**config.mk**
```make
export PLATFORM = sky130hd
export DESIGN_NAME = dcache_controller
export DESIGN_NICKNAME = d
export VERILOG_FILES = /design/src/rtl/dcache_pkg.sv /design/src/rtl/dcache_array.sv /design/src/rtl/dcache_controller.sv
export SDC_FILE = /design/constraint.sdc
export NUM_CORES = 1
export LEC_CHECK = 0
export ABC_CLOCK_PERIOD_IN_PS = 4600
export CORE_ASPECT_RATIO = 1.25
export CORE_MARGIN = 1.5
export CORE_UTILIZATION = 40
export CTS_CLUSTER_SIZE = 20
export DETAILED_ROUTE_END_ITERATION = 8
export DONT_BUFFER_PORTS = 1
export GPL_TIMING_DRIVEN = 0
export PLACE_DENSITY = 0.6
export SYNTH_ARGS = -nofsm -noshare
export SYNTH_HDL_FRONTEND = slang
export SYNTH_HIERARCHICAL = 1
export SYNTH_SLANG_ARGS = --single-unit
```
**constraint.sdc**
```tcl
create_clock -name CLK -period 4.6 [get_ports CLK]
set_input_delay 0.69 -clock CLK [delete_from_list [all_inputs] [get_ports CLK]]
set_output_delay 0.69 -clock CLK [all_outputs]
set_load 0.005 [all_outputs]
```
**src/rtl/dcache_pkg.sv**
```systemverilog
// Shared encodings and field widths for the direct-mapped data cache.
// Byte address = {tag, index, offset}; memory moves whole 32-bit blocks.
package dcache_pkg;

  localparam int ADDR_W     = 8;
  localparam int OFFSET_W   = 2;
  localparam int BYTE_W     = 8;
  localparam int BLOCK_W    = 32;
  localparam int MEM_ADDR_W = ADDR_W - OFFSET_W;

  typedef enum logic [1:0] {
    IDLE      = 2'd0,
    WRITEBACK = 2'd1,
    FETCH     = 2'd2,
    UPDATE    = 2'd3
  } state_t;

endpackage

```
**src/rtl/dcache_array.sv**
```systemverilog
// Tag/valid/dirty/data storage for the data cache.
// Synchronous write ports and combinational read of the selected line.
module dcache_array
  import dcache_pkg::*;
#(
  parameter int INDEX_W = 3,
  parameter int TAG_W   = 3
) (
  input  logic                CLK,
  input  logic                RESET,
  input  logic [INDEX_W-1:0]  i_index,
  input  logic [OFFSET_W-1:0] i_offset,
  input  logic                i_wr_en,
  input  logic [BYTE_W-1:0]   i_wdata,
  input  logic                i_fill_en,
  input  logic [TAG_W-1:0]    i_fill_tag,
  input  logic [BLOCK_W-1:0]  i_fill_block,
  output logic                o_valid,
  output logic                o_dirty,
  output logic [TAG_W-1:0]    o_tag,
  output logic [BLOCK_W-1:0]  o_block
);

  localparam int NUM_BLOCKS = 2**INDEX_W;

  logic [NUM_BLOCKS-1:0] r_valid;
  logic [NUM_BLOCKS-1:0] r_dirty;
  logic [TAG_W-1:0]      r_tag  [NUM_BLOCKS];
  logic [BLOCK_W-1:0]    r_data [NUM_BLOCKS];

  always_ff @(posedge CLK) begin
    if (RESET) begin
      r_valid <= '0;
      r_dirty <= '0;
    end else if (i_fill_en) begin
      r_valid[i_index] <= 1'b1;
      r_dirty[i_index] <= 1'b0;
    end else if (i_wr_en) begin
      r_dirty[i_index] <= 1'b1;
    end
  end

  // Tags and data survive reset; only the valid bits decide whether they count.
  always_ff @(posedge CLK) begin
    if (i_fill_en) begin
      r_tag[i_index]  <= i_fill_tag;
      r_data[i_index] <= i_fill_block;
    end else if (i_wr_en) begin
      r_data[i_index][{i_offset, 3'b000} +: BYTE_W] <= i_wdata;
    end
  end

  assign o_valid = r_valid[i_index];
  assign o_dirty = r_dirty[i_index];
  assign o_tag   = r_tag[i_index];
  assign o_block = r_data[i_index];

endmodule

```
**src/rtl/dcache_controller.sv**
```systemverilog
// Direct-mapped write-back, write-allocate data cache controller.
// Hit logic and the miss FSM (write-back, refill, update) live here.
module dcache_controller
  import dcache_pkg::*;
#(
  parameter int INDEX_W = 3,
  parameter int TAG_W   = 3
) (
  input  logic                     CLK,
  input  logic                     RESET,
  input  logic                     READ,
  input  logic                     WRITE,
  input  logic [ADDR_W-1:0]        ADDRESS,
  input  logic [BYTE_W-1:0]        WRITEDATA,
  output logic [BYTE_W-1:0]        READDATA,
  output logic                     BUSYWAIT,
  output logic                     MEM_READ,
  output logic                     MEM_WRITE,
  output logic [TAG_W+INDEX_W-1:0] MEM_ADDRESS,
  output logic [BLOCK_W-1:0]       MEM_WRITEDATA,
  input  logic [BLOCK_W-1:0]       MEM_READDATA,
  input  logic                     MEM_BUSYWAIT
);

  state_t r_state, w_next;

  logic [TAG_W-1:0]    r_miss_tag;
  logic [INDEX_W-1:0]  r_miss_index;
  logic [BLOCK_W-1:0]  r_fill;
  logic [BYTE_W-1:0]   r_readdata;

  logic [TAG_W-1:0]    w_tag;
  logic [INDEX_W-1:0]  w_index;
  logic [OFFSET_W-1:0] w_offset;
  logic [INDEX_W-1:0]  w_arr_index;
  logic                w_valid, w_dirty, w_hit, w_idle_hit, w_req;
  logic                w_rd_hit, w_wr_hit, w_fill_en;
  logic [TAG_W-1:0]    w_stored_tag;
  logic [BLOCK_W-1:0]  w_block;
  logic [BYTE_W-1:0]   w_byte;

  assign w_tag    = ADDRESS[ADDR_W-1 -: TAG_W];
  assign w_index  = ADDRESS[OFFSET_W +: INDEX_W];
  assign w_offset = ADDRESS[OFFSET_W-1:0];

  // During a miss the line is addressed by the latched request, so a dropped
  // or changed CPU address cannot redirect the refill.
  assign w_arr_index = (r_state == IDLE) ? w_index : r_miss_index;

  assign w_req      = READ | WRITE;
  assign w_hit      = w_valid && (w_stored_tag == w_tag);
  assign w_idle_hit = (r_state == IDLE) && w_hit;
  assign w_byte     = w_block[{w_offset, 3'b000} +: BYTE_W];
  assign w_rd_hit   = READ && w_idle_hit && !RESET;
  assign w_wr_hit   = WRITE && w_idle_hit && !RESET;
  assign w_fill_en  = (r_state == UPDATE) && !RESET;

  assign BUSYWAIT = w_req && !w_idle_hit;
  assign READDATA = (READ && w_idle_hit) ? w_byte : r_readdata;

  dcache_array #(
    .INDEX_W (INDEX_W),
    .TAG_W   (TAG_W)
  ) u_array (
    .CLK          (CLK),
    .RESET        (RESET),
    .i_index      (w_arr_index),
    .i_offset     (w_offset),
    .i_wr_en      (w_wr_hit),
    .i_wdata      (WRITEDATA),
    .i_fill_en    (w_fill_en),
    .i_fill_tag   (r_miss_tag),
    .i_fill_block (r_fill),
    .o_valid      (w_valid),
    .o_dirty      (w_dirty),
    .o_tag        (w_stored_tag),
    .o_block      (w_block)
  );

  always_ff @(posedge CLK) begin
    if (RESET) r_state <= IDLE;
    else       r_state <= w_next;
  end

  always_ff @(posedge CLK) begin
    if (r_state == IDLE && w_req && !w_hit) begin
      r_miss_tag   <= w_tag;
      r_miss_index <= w_index;
    end
    if (r_state == FETCH && !MEM_BUSYWAIT) r_fill <= MEM_READDATA;
  end

  always_ff @(posedge CLK) begin
    if (RESET)         r_readdata <= '0;
    else if (w_rd_hit) r_readdata <= w_byte;
  end

  always_comb begin
    w_next        = r_state;
    MEM_READ      = 1'b0;
    MEM_WRITE     = 1'b0;
    MEM_ADDRESS   = '0;
    MEM_WRITEDATA = '0;
    case (r_state)
      IDLE: begin
        if (w_req && !w_hit) w_next = (w_valid && w_dirty) ? WRITEBACK : FETCH;
      end
      WRITEBACK: begin
        MEM_WRITE     = 1'b1;
        MEM_ADDRESS   = {w_stored_tag, r_miss_index};
        MEM_WRITEDATA = w_block;
        if (!MEM_BUSYWAIT) w_next = FETCH;
      end
      FETCH: begin
        MEM_READ    = 1'b1;
        MEM_ADDRESS = {r_miss_tag, r_miss_index};
        if (!MEM_BUSYWAIT) w_next = UPDATE;
      end
      UPDATE:  w_next = IDLE;
      default: w_next = IDLE;
    endcase
  end

endmodule
```
run_1/pins.png
Pins as bars across the die edge, other pins in gray.
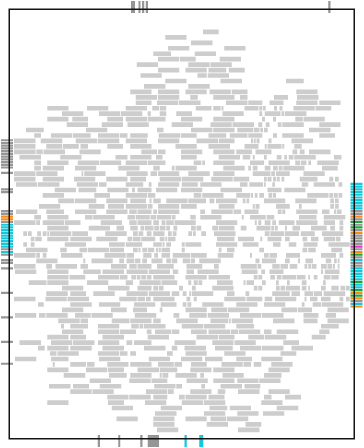
legend:
  magenta:
    port: BUSYWAIT
    pins: 1
    direction: output
    edge: east
  orange:
    port: ADDRESS
    pins: 8
    direction: input
    edge: 6 east, 2 west
  green:
    port: MEM_ADDRESS
    pins: 6
    direction: output
    edge: east
  cyan:
    port: MEM_WRITEDATA
    pins: 32
    direction: output
    edge: 19 east, 10 west, 3 south
Chip Height: 213.6 um
die span in x: 171.5 um
IO buf count: 0

run_1/port_nets.png
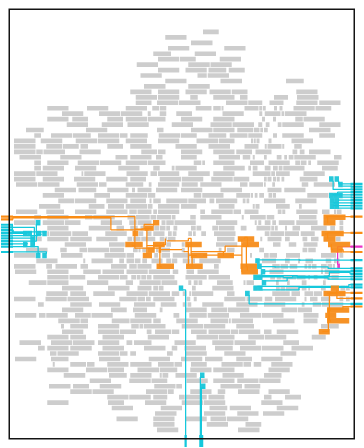
legend:
  cyan:
    port: MEM_WRITEDATA
    bits: 32
    direction: output
    end_cells: 32
    buffers: 0
    wire: 800 um
  orange:
    port: ADDRESS
    bits: 8
    direction: input
    end_cells: 30
    buffers: 2
    wire: 474 um
  magenta:
    port: BUSYWAIT
    bits: 1
    direction: output
    end_cells: 1
    buffers: 0
    wire: 16.1 um
Top-Level Pins: 102

run_1/clock_map.png
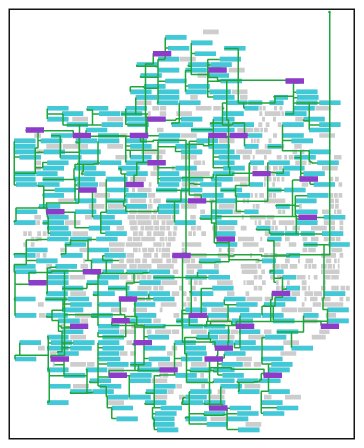
legend:
  green:
    item: clock wires
    length: 4000 um
  purple:
    item: cells driving clock nets
    count: 36
  cyan:
    item: flip-flops
    count: 344
flops lie: widely spread
routed clock nets: 37
clk pwr: 2.76 mW
Clk Latency, worst-skew pair: 0.52 ns
worst clock skew: 0.01552 ns
relative contribution of the clock network to total power: 31.1%

run_1/final_placement.png
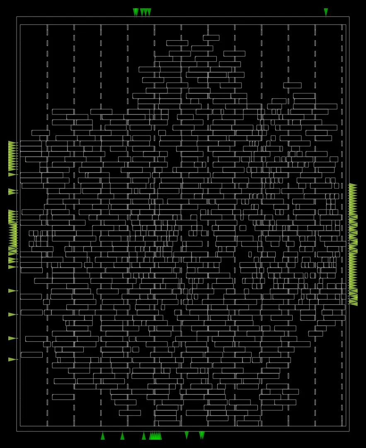
# rows: 76
count of non-filler cells in the finished layout: 1301

==> flow_results.org, run 1 <==
#+TITLE: Flow metrics

** Final timing
- Count of final max-slew check failures :: 0
- After routing, the total negative slack on setup checks comes to 0 ns.
- Pin slew with the least headroom to its limit :: 0.9301 ns
- Final setup violation count :: 0
- Setup repair after global routing left no endpoint under its margin.
- Timing would allow up to 225.1 MHz.
- The worst pin sits at a relative slew slack of 37.86%.
- Of the available clock period, the critical path in the final layout requires 96.58%.
- Final number of hold-violating endpoints :: 0
- The final timing report derives a shortest allowable period of 4.443 ns.

** Detailed routing
- Number of vias per cell after detailed routing :: 5.601
- The detailed router reports a met2 wire length of 16670 um.
- Highest routed layer :: met5
- Final ANT Viol Nets :: 0
- Amount of wire on met3 after detailed routing :: 3373 um
- TritonRoute output was used to compute an average wire per cell of 27.13 um.
- Drt total wl :: 35300 um
- In the routed design, unresolved DRC markers number 0.
- Number of vias in the routed layout :: 7287
- The first TritonRoute pass finished after 5 iterations.
- Initial detailed-routing violation count :: 645
- WL met1 :: 14550 um

** Power and ir drop
- Net switching fraction of the power :: 29.11%
- The internal portion of the total power is 6.295 mW.
- Combinational cell fraction of total power :: 27.6%
- Leakage :: 5.304 nW
- The power report attributes to the sequential group a share of 41.2%.
- The script extracted a net switching power of 2.585 mW.
- In this run the VDD rail shows a maximum IR drop of 0.3096 mV.
- Power density relative to cell area :: 535.8 nW/um^2

** Final layout
- Utilization after layout :: 47.76%
- For the completed layout, the total cell area is recorded as 16580 sq um.
- Area delta synth->final :: 16.82%
- Per the final layout report, the fraction of cells sized above drive strength 1 comes to 36.59%.
- Most frequently placed logic cell in the final layout :: sky130_fd_sc_hd__edfxtp_1
- The final layout contains 874 nets.
- Leaving out fill and tap cells, the most frequent cells in the layout are sky130_fd_sc_hd__edfxtp_1, sky130_fd_sc_hd__mux4_2, sky130_fd_sc_hd__mux2_2, sky130_fd_sc_hd__and2_1, sky130_fd_sc_hd__clkbuf_16.
- Filler cell count in the final layout :: 2854

** Critical path
- For the worst setup path, the data arrival time is 3.75 ns.
- The worst setup path is captured at an output pin.
- Crit-path max FO :: 10
- In the setup report, the worst path falls into the class reg -> out.
- The worst setup path is launched from a flip-flop.
- At the worst endpoint, the required time is 3.91 ns.

** Logic synthesis
- Counting flops and latches in the post-synthesis netlist gives 344.
- The cell-mix breakdown from Yosys lists the adder-cell area share as 0.8818%.
- The netlist uses 44 different library cells.
- FFs w/ async S/R, synth :: 0%
- Summed over all instances, the cell type with the most area after synthesis is sky130_fd_sc_hd__edfxtp_1.
- Synthesis produced a netlist whose cell count is 748.
- XOR/XNOR Fraction of Synth Area :: 0.1852%
- The Yosys step of the flow raised 6 warnings.
- Dominant non-sequential cell family after synthesis :: multiplexers
- Most frequent cells after synthesis :: sky130_fd_sc_hd__edfxtp_1, sky130_fd_sc_hd__mux4_2, sky130_fd_sc_hd__mux2_2, sky130_fd_sc_hd__nor2_1, sky130_fd_sc_hd__and2_1
- Sequential element share of the synthesized area :: 70.96%
- Of the post-synthesis cell area, the dominant cell type holds 67.30%.
- Yosys attributes the largest share of cell area to sky130_fd_sc_hd__edfxtp_1, sky130_fd_sc_hd__mux4_2, sky130_fd_sc_hd__mux2_2, sky130_fd_sc_hd__dfxtp_1, sky130_fd_sc_hd__a22o_1.
- Average instance area after synthesis :: 18.97 sq um
- AO/OA Area Share :: 3.439%
- The chip area line in the Yosys stat output reads 14190 sq um.
- Yosys stat counts 748 cells in the synthesized netlist.
- The cell-mix breakdown from Yosys lists the simple-gate area share as 6.278%.
- Number of flops mapped to enable cells by yosys :: 318
- Among all cell types in the netlist, the one instantiated most often is sky130_fd_sc_hd__edfxtp_1.
- The net count after synthesis is 811.
- Top FF cell, synth :: sky130_fd_sc_hd__edfxtp_1
- The mapped netlist covers 14190 sq um.
- Yosys reports the multiplexer fraction of the synthesized area as 16.66%.

** Global route
- Maximum number of pins on one net before global-route repair :: 29
- For this run the aggregate overflow at the end of global routing stands at 0.
- Looking at the global route congestion table, the highest-usage layer is met2.
- The initial antenna violation count was 3.
- met2 track demand over resource after global routing is 31.38%.
- First-pass GRT wire length :: 50460 um
- In the global route stage, met3 resource usage came out at 6.718%.
- The global routing report lists combined usage of all routing layers as 19.89%.
- The number of global-route vias before repair came to 7435.
- Global Route met1 Usage :: 25.95%

** Clock tree
- TritonCTS reports the number of clock sinks as 344.
- In this run, CTS created clock tree buffers numbering 36.
- Post-CTS Hold Fix Bufs :: 0
- Clock-pin slew of the registers on the worst-case setup and hold paths :: 0.06 ns
- Per the CTS log, the buffer count on the longest clock path is 3.
- TritonCTS built the clock tree.
- In this run the number of H-tree levels came out at 2.
- Root Driver :: sky130_fd_sc_hd__clkbuf_16

** Run
- Max capacitance violation total :: 0
- OpenROAD warnings :: 34

** Min path
- Worst min-delay path category :: in -> reg

** Place
- Placed inst area :: 14800 sq um
- Once detailed placement completed, the half-perimeter wirelength came to 24250 um.
- After its last routability iteration, the placer logged a weighted congestion of 0.8064.

** Floorplan
- Area of the core :: 34710 sq um
- The overall die size recorded for this design is 36620 sq um.
- Floorplan-stage core utilization :: 40.88%

** Run status
- The flow ran to the end, and the final reports show no timing, DRC or antenna violations.
[run 1: per-stage QoR]
| stage | hold slack, ns | power [mW] | std cells | setup slack [ns] |
|---|---|---|---|---|
| after global placement | 0.4443 | 5.984 | 1216 | -1.389 |
| after global routing | 0.2399 | 9.191 | 1296 | 0.02599 |
| after floorplan | 0.4315 | 5.221 | 748 | 0.1306 |
| final | 0.2643 | 8.881 | 1301 | 0.1573 |
| after detailed placement | 0.4545 | 6.009 | 1217 | -1.426 |
| after CTS | 0.2442 | 8.904 | 1294 | 0.03044 |
[run 1: power groups by stage]
stage / clock, mW / sequential [mW] / combinational [mW]
after detailed placement: 0 / 3.73 / 2.28
final: 2.76 / 3.66 / 2.46
after global placement: 0 / 3.73 / 2.25
after global routing: 2.94 / 3.67 / 2.58
after floorplan: 0 / 3.70 / 1.52
after CTS: 2.82 / 3.66 / 2.42
[run 1: state kept, by name, summed over array words and instances, names as in the netlist, named ones only]
signal,count
u_array/r_data,256
r_fill,32
u_array/r_tag,24
r_readdata,8
u_array/r_valid,8
r_miss_index,3
r_miss_tag,3
r_state,2
[run 1: logic make-up (layout without fill, tap and decap cells)]
logic type                 Yosys count  in the layout
DFF                                344            344
adders and majority gates           10             10
muxes                              130            130
and+or+nand+nor                    148            148
xor gates and xnor gates             3              3
buffers and inverters               47            127
other                                0              5
AOI/OAI and AO/OA                   66             66
[run 1: layout make-up]
| cell class | instances | area (sq um) | share of cell area (%) |
|---|---|---|---|
| sequential | 344 | 10070 | 60.76 |
| tap | 468 | 585.6 | 3.533 |
| inverter | 4 | 15.01 | 0.09058 |
| clock inverter | 14 | 148.9 | 0.8982 |
| clock buffer | 41 | 950.9 | 5.737 |
| timing repair buffer | 29 | 371.6 | 2.242 |
| antenna | 5 | 12.51 | 0.07548 |
| multi-input combinational | 357 | 4159 | 25.09 |
| buffer | 39 | 261.5 | 1.578 |
[run 1: final timing paths]
| kind | startpoint | to | slack, ns | cells past startpoint |
|---|---|---|---|---|
| worst max-delay path | r_state[1] | READDATA[5] | 0.16 | 12 |
| worst max register to register | r_state[1] | u_array/r_data[1][23] | 0.22 | 16 |
| worst min-delay path | ADDRESS[7] | r_miss_tag[2] | 0.26 | 0 |
| worst min register to register | u_array/r_valid[3] | u_array/r_valid[3] | 0.47 | 2 |
[run 1: worst max-delay path: stages (launching register included)]
cell and delay (ns):
sky130_fd_sc_hd__dfxtp_1 0.37, sky130_fd_sc_hd__inv_2 0.07, sky130_fd_sc_hd__ha_1 0.18, sky130_fd_sc_hd__clkbuf_4 0.17, sky130_fd_sc_hd__mux2_4 0.37, sky130_fd_sc_hd__buf_12 0.18
sky130_fd_sc_hd__buf_12 0.14, sky130_fd_sc_hd__mux4_2 0.40, sky130_fd_sc_hd__mux2_2 0.33, sky130_fd_sc_hd__xor2_2 0.23, sky130_fd_sc_hd__nor4_4 0.25, sky130_fd_sc_hd__buf_6 0.18
sky130_fd_sc_hd__mux2_2 0.39
[run 1: repair_timing]
item | in CTS | in global routing
buffers inserted | 26 | 2
pin swaps | 23 | 0
setup endpoints to repair | 529 | 196
resized | 103 | 13
run_1/metal_stack.png
Bar = 50 um.
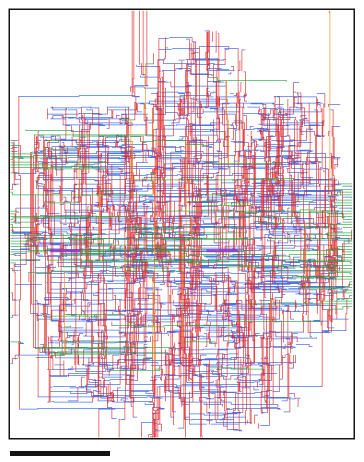

## Run 2: what changed since run 1
--- a/config.mk
+++ b/config.mk
@@ -9,10 +9,10 @@
 export CORE_ASPECT_RATIO = 1.25
 export CORE_MARGIN = 1.5
 export CORE_UTILIZATION = 40
+export CTS_CLUSTER_DIAMETER = 100
 export CTS_CLUSTER_SIZE = 20
 export DETAILED_ROUTE_END_ITERATION = 8
 export DONT_BUFFER_PORTS = 1
-export GPL_TIMING_DRIVEN = 0
 export PLACE_DENSITY = 0.6
 export SYNTH_ARGS = -nofsm -noshare
 export SYNTH_HDL_FRONTEND = slang
run_2/metal_stack.png
Bar = 50 um.
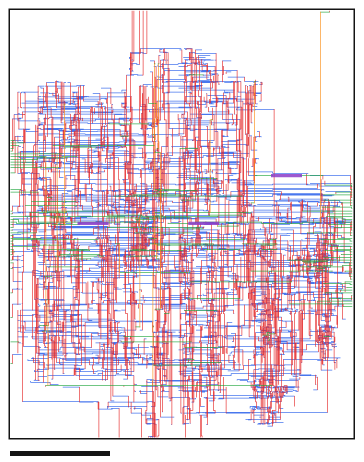
legend:
  blue:
    layer: met1
    wire_length: 13800 um
  red:
    layer: met2
    wire_length: 16200 um
  orange:
    layer: met4
    wire_length: 818 um
  purple:
    layer: met5
    wire_length: 41.4 um
  green:
    layer: met3
    wire_length: 2360 um
drt total wl: 33190 um
post-DR wirelength/cell: 26.79 um
aggregate global-route resource usage: 18.35%
number of vias in the routed layout: 7113

run_2/clock_map.png
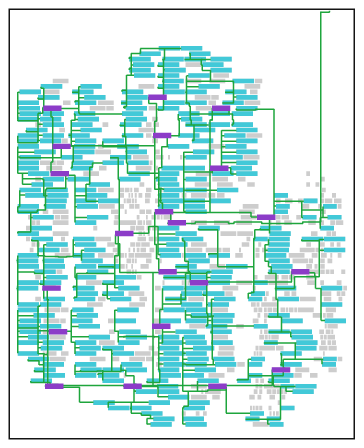
legend:
  purple:
    item: cells driving clock nets
    count: 21
  green:
    item: clock wires
    length: 3520 um
  cyan:
    item: flip-flops
    count: 344
routed clock nets: 22
flops lie: widely spread
Clk Latency, worst-skew pair: 0.53 ns
worst clock skew: 0.02903 ns
relative contribution of the clock network to total power: 23.8%

run_2/port_nets.png
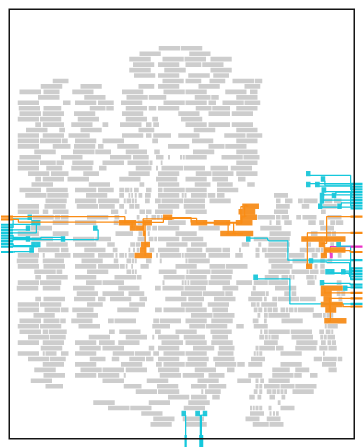
legend:
  orange:
    port: ADDRESS
    bits: 8
    direction: input
    end_cells: 30
    buffers: 0
    wire: 450 um
  magenta:
    port: BUSYWAIT
    bits: 1
    direction: output
    end_cells: 1
    buffers: 0
    wire: 14.4 um
  cyan:
    port: MEM_WRITEDATA
    bits: 32
    direction: output
    end_cells: 32
    buffers: 0
    wire: 600 um

==> run 2 against run 1 <==
Combinational power shrank 12%. Clock skew is 0.014 ns higher. Hold slack lost 0.026 ns. Register-to-register slack improved by 0.07 ns. Clock power down 34%.
==> flow_results.org, run 2 <==
#+TITLE: Flow metrics

** Run status
- Outcome :: finished clean

** Global route
- The maximum number of pins on one net before global-route repair was 83 (+190%).
- The wire length of the first global-routing pass was 48070 um (-4.7%).
- The number of global-route vias before repair came to 7240 (-2.6%).
- The residual overflow from global routing was 0 (unchanged).
- Antenna violations before repair :: 6 (+3)

** Final timing
- Relative slew slack :: 27.39% (-10 points)
- The timing-limited maximum frequency was 226.1 MHz (+0.43%).
- The post-route setup TNS is 0 ns (unchanged).
- Period Utilization, post-route :: 96.17% (-0.41 points)
- The final count of hold timing violations was 0 (unchanged).
- The transition time at the pin with the least slew margin was 1.087 ns (+0.1568 ns).
- The clock period minus final worst setup slack was 4.424 ns (-0.01892 ns).
- RSZ-0062 raised after global routing :: false
- The total of endpoints with negative setup slack in the final report was 0 (unchanged).
- The total count of max-transition violations in the final report came to 0 (unchanged).

** Logic synthesis
- Dominant non-sequential cell family after synthesis :: multiplexers
- The share of the synthesized area in the top cell type came to 67.30% (unchanged).
- Yosys stat cell total :: 748 (unchanged)
- Library cell with the largest summed area after synthesis :: sky130_fd_sc_hd__edfxtp_1
- The share of the yosys chip area belonging to registers is 70.96% (unchanged).
- The post-synth area from yosys stat came to 14190 sq um (unchanged).
- Average instance area after synthesis :: 18.97 sq um (unchanged)
- The register bit count reported by yosys is 344 (unchanged).
- By instance count, the leading cell after synthesis is sky130_fd_sc_hd__edfxtp_1.
- The number of synthesized flops with an enable pin came to 318 (unchanged).
- The fraction of registers with async set or reset after synthesis was 0% (unchanged).
- The simple-gate portion of the synthesized area came to 6.278% (unchanged).
- Most frequent cells after synthesis :: sky130_fd_sc_hd__edfxtp_1, sky130_fd_sc_hd__mux4_2, sky130_fd_sc_hd__mux2_2, sky130_fd_sc_hd__nor2_1, sky130_fd_sc_hd__and2_1
- Summed instance area of the synthesized netlist :: 14190 sq um (unchanged)
- Largest cells by area after synthesis :: sky130_fd_sc_hd__edfxtp_1, sky130_fd_sc_hd__mux4_2, sky130_fd_sc_hd__mux2_2, sky130_fd_sc_hd__dfxtp_1, sky130_fd_sc_hd__a22o_1
- The post-synthesis mux area share was 16.66% (unchanged).
- Post-synthesis share of cell area spent on full adders, half adders and majority gates :: 0.8818% (unchanged)
- AO/OA Area Share :: 3.439% (unchanged)
- Per the synth stats, the flop cell with the highest instance count is sky130_fd_sc_hd__edfxtp_1.
- Unique cell type count in the Yosys netlist :: 44 (unchanged)
- The xor-xnor portion of the synthesized cell area is 0.1852% (unchanged).
- Post-synthesis instance total :: 748 (unchanged)
- Synthesis Warnings :: 6 (unchanged)
- The synthesized net count was 811 (unchanged).

** Detailed routing
- The initial DRC count came to 716 (+11%).
- Number of vias per cell after detailed routing :: 5.741 (+2.5%)
- Detailed-router iteration count before antenna repair :: 5 (unchanged)
- The number of nets still failing antenna checks after routing came to 0 (unchanged).
- The number of remaining DRC errors was 0 (unchanged).

** Min path
- According to the hold report, the worst path is of the in -> reg type.

** Floorplan
- The die outline width was 171.5 um (unchanged).
- Die ar. :: 36620 sq um (unchanged)
- The number of placement rows is 76 (unchanged).
- Area of the core :: 34710 sq um (unchanged)
- The number of primary I/O pins came to 102 (unchanged).
- The initial core utilization came to 40.88% (unchanged).
- Chip Height :: 213.6 um (unchanged)

** Clock tree
- Clock-pin slew of the registers on the worst-case setup and hold paths :: 0.09 ns (+0.03 ns)
- Number of buffers between clock root and the deepest sink :: 3 (unchanged)
- TritonCTS built the clock tree.
- CTS placed an instance of sky130_fd_sc_hd__clkbuf_16 at the clock tree root.
- The total CTS buffers was 21 (-42%).
- Post-CTS Hold Fix Bufs :: 0 (unchanged)
- Depth of the CTS H-tree :: 1 (-1)
- Total number of clock tree sinks :: 344 (unchanged)

** Place
- The cell area after placement came to 14820 sq um (+0.14%).
- The last weighted congestion value of the routability-driven placer is 0.8013 (-0.63%).
- HPWL after DPL :: 23200 um (-4.3%)
- IO buf count :: 0 (unchanged)
- The post-placement cell count is 1204 (-1.1%).

** Critical path
- The capture point of the worst register-to-register path is recorded as u_array/r_data[3][27].
- Setup CP Type :: reg -> out
- Peak per-stage delay on the critical path :: 0.54 ns (+0.14 ns)
- Worst Reg2Reg Path Length in Cells :: 10 (-6)
- The reg-to-reg setup timing slack is 0.29 ns (+0.07 ns).
- Worst reg2reg path startpoint :: r_state[1]
- The count of buffer and inverter cells on the critical path came to 2 (-3).
- Data arrival time of the critical path :: 3.73 ns (-0.02 ns)
- Worst path top cell family by delay :: multiplexers
- End point of the critical path :: READDATA[3]
- The report lists the cells along the critical path as inv_1 > ha_2 > mux2_4 > buf_16 > mux4_2 > mux2_2 > mux4_2 > mux2_2.
- According to the timing report, the critical path is launched from r_state[1].
- The worst setup path is launched from a flip-flop.
- Crit-path max FO :: 47 (+37)
- The endpoint required time on the critical path was 3.91 ns (about the same).
- The timing report shows that the slowest cell on the worst path is sky130_fd_sc_hd__mux4_2.
- The total stage count of the critical path is 8 (-4).
- Sort of element at the end of the critical path :: output pin

** Final layout
- Largest register FFs :: 256 (unchanged)
- Largest registers in the final layout :: u_array/r_data (256), r_fill (32), u_array/r_tag (24)
- Area delta synth->final :: 8.976%
- Nets@finish :: 824 (-5.7%)
- By instance count after routing, the leading logic cell type is sky130_fd_sc_hd__edfxtp_1.
- Fraction of layout cells with a size suffix above 1 :: 25.19% (-11 points)
- Top cells excl fill/tap :: sky130_fd_sc_hd__edfxtp_1, sky130_fd_sc_hd__mux4_2, sky130_fd_sc_hd__mux2_2, sky130_fd_sc_hd__nor2_1, sky130_fd_sc_hd__and2_1
- Final instance area :: 15460 sq um (-6.7%)
- The final instance count without filler cells is 1239 (-4.8%).
- Largest register by flop count :: u_array/r_data

** Power and ir drop
- Highest ir drop seen on vdd :: 0.3127 mV (+1.0%)
- The total power per unit cell area is 494.5 nW/um^2 (-7.7%).
- The static power due to leakage was 4.878 nW (-8.0%).

** Run
- Max capacitance violation total :: 0 (unchanged)
- The tool warning count is 34 (unchanged).
-- run 2: worst register-to-register path, stage by stage, from the launching register on --
cell and delay [ns]:
sky130_fd_sc_hd__dfxtp_1 0.34, sky130_fd_sc_hd__inv_1 0.14, sky130_fd_sc_hd__ha_2 0.30, sky130_fd_sc_hd__mux2_4 0.43, sky130_fd_sc_hd__mux4_2 0.46, sky130_fd_sc_hd__mux2_2 0.30, sky130_fd_sc_hd__xor2_1 0.22, sky130_fd_sc_hd__nor4_2 0.36
sky130_fd_sc_hd__and3b_2 0.39, sky130_fd_sc_hd__a21oi_1 0.27, sky130_fd_sc_hd__nor2_1 0.73
-- run 2: where the power goes --
group          switching [mW]  internal [mW]  leakage (nW)
logic                    1.22          0.949          1.52
clock network           0.962          0.855         0.282
registers              0.0600           3.61          3.08
-- run 2: worst min-delay path by stage --
stage	start	endpoint	slack (ns)	cells after the start
after global placement	u_array/r_valid[4]	u_array/r_valid[4]	0.45	2
after global routing	RESET	u_array/r_valid[6]	0.21	1
after floorplan	u_array/r_valid[4]	u_array/r_valid[4]	0.43	2
after detailed placement	u_array/r_valid[5]	u_array/r_valid[5]	0.46	2
after CTS	RESET	u_array/r_valid[6]	0.20	1
final	RESET	u_array/r_valid[1]	0.24	1
-- run 2: final cells by class --
type	instances	area [sq um]
diodes	1	2.502
repair buffers	33	292.8
multi-input cells	357	3914
well taps	468	585.6
clock buffers	29	555.5
fillers	2982	19240
clock inverters	3	28.78
inverters	4	15.01
flip-flops and latches	344	10070
-- run 2: cell families (layout without fill, tap and decap cells) --
kind of cell / Yosys count / in the layout
AOI/OAI and AO/OA: 66 / 66
xor gates and xnor gates: 3 / 3
and+or+nand+nor: 148 / 148
muxes: 130 / 130
adders and majority gates: 10 / 10
buffers and inverters: 47 / 69
other: 0 / 1
DFF: 344 / 344
-- run 2: metal layers --
metal	GRT usage, %	vias to the layer above	part of all wire, %
met1	24.84	3754	41
met4	4.991	6	2.5
met5	0	-	0.12
met3	3.304	42	7.1
met2	30.60	279	49
li1	-	3032	-
-- run 2: timing repair --
action                                  CTS  global route
endpoints found under the setup margin    8           291
gates resized                             4             7
buffers inserted                          0             2
pin swaps                                 0             2
-- run 2: stage by stage --
stage,power [mW],util [%],setup WS (ns),hold slack [ns]
3_5_place_dp,5.884,42.71,0.1705,0.4562
4_1_cts,7.704,44.44,0.001100,0.2049
3_3_place_gp,5.852,42.71,0.2857,0.4515
2_1_floorplan,5.221,-,0.1306,0.4315
6_report,7.647,44.55,0.1763,0.2385
5_1_grt,7.938,44.55,0.01155,0.2145
Power figures rest on the tool's default switching activity, not on a simulated workload.
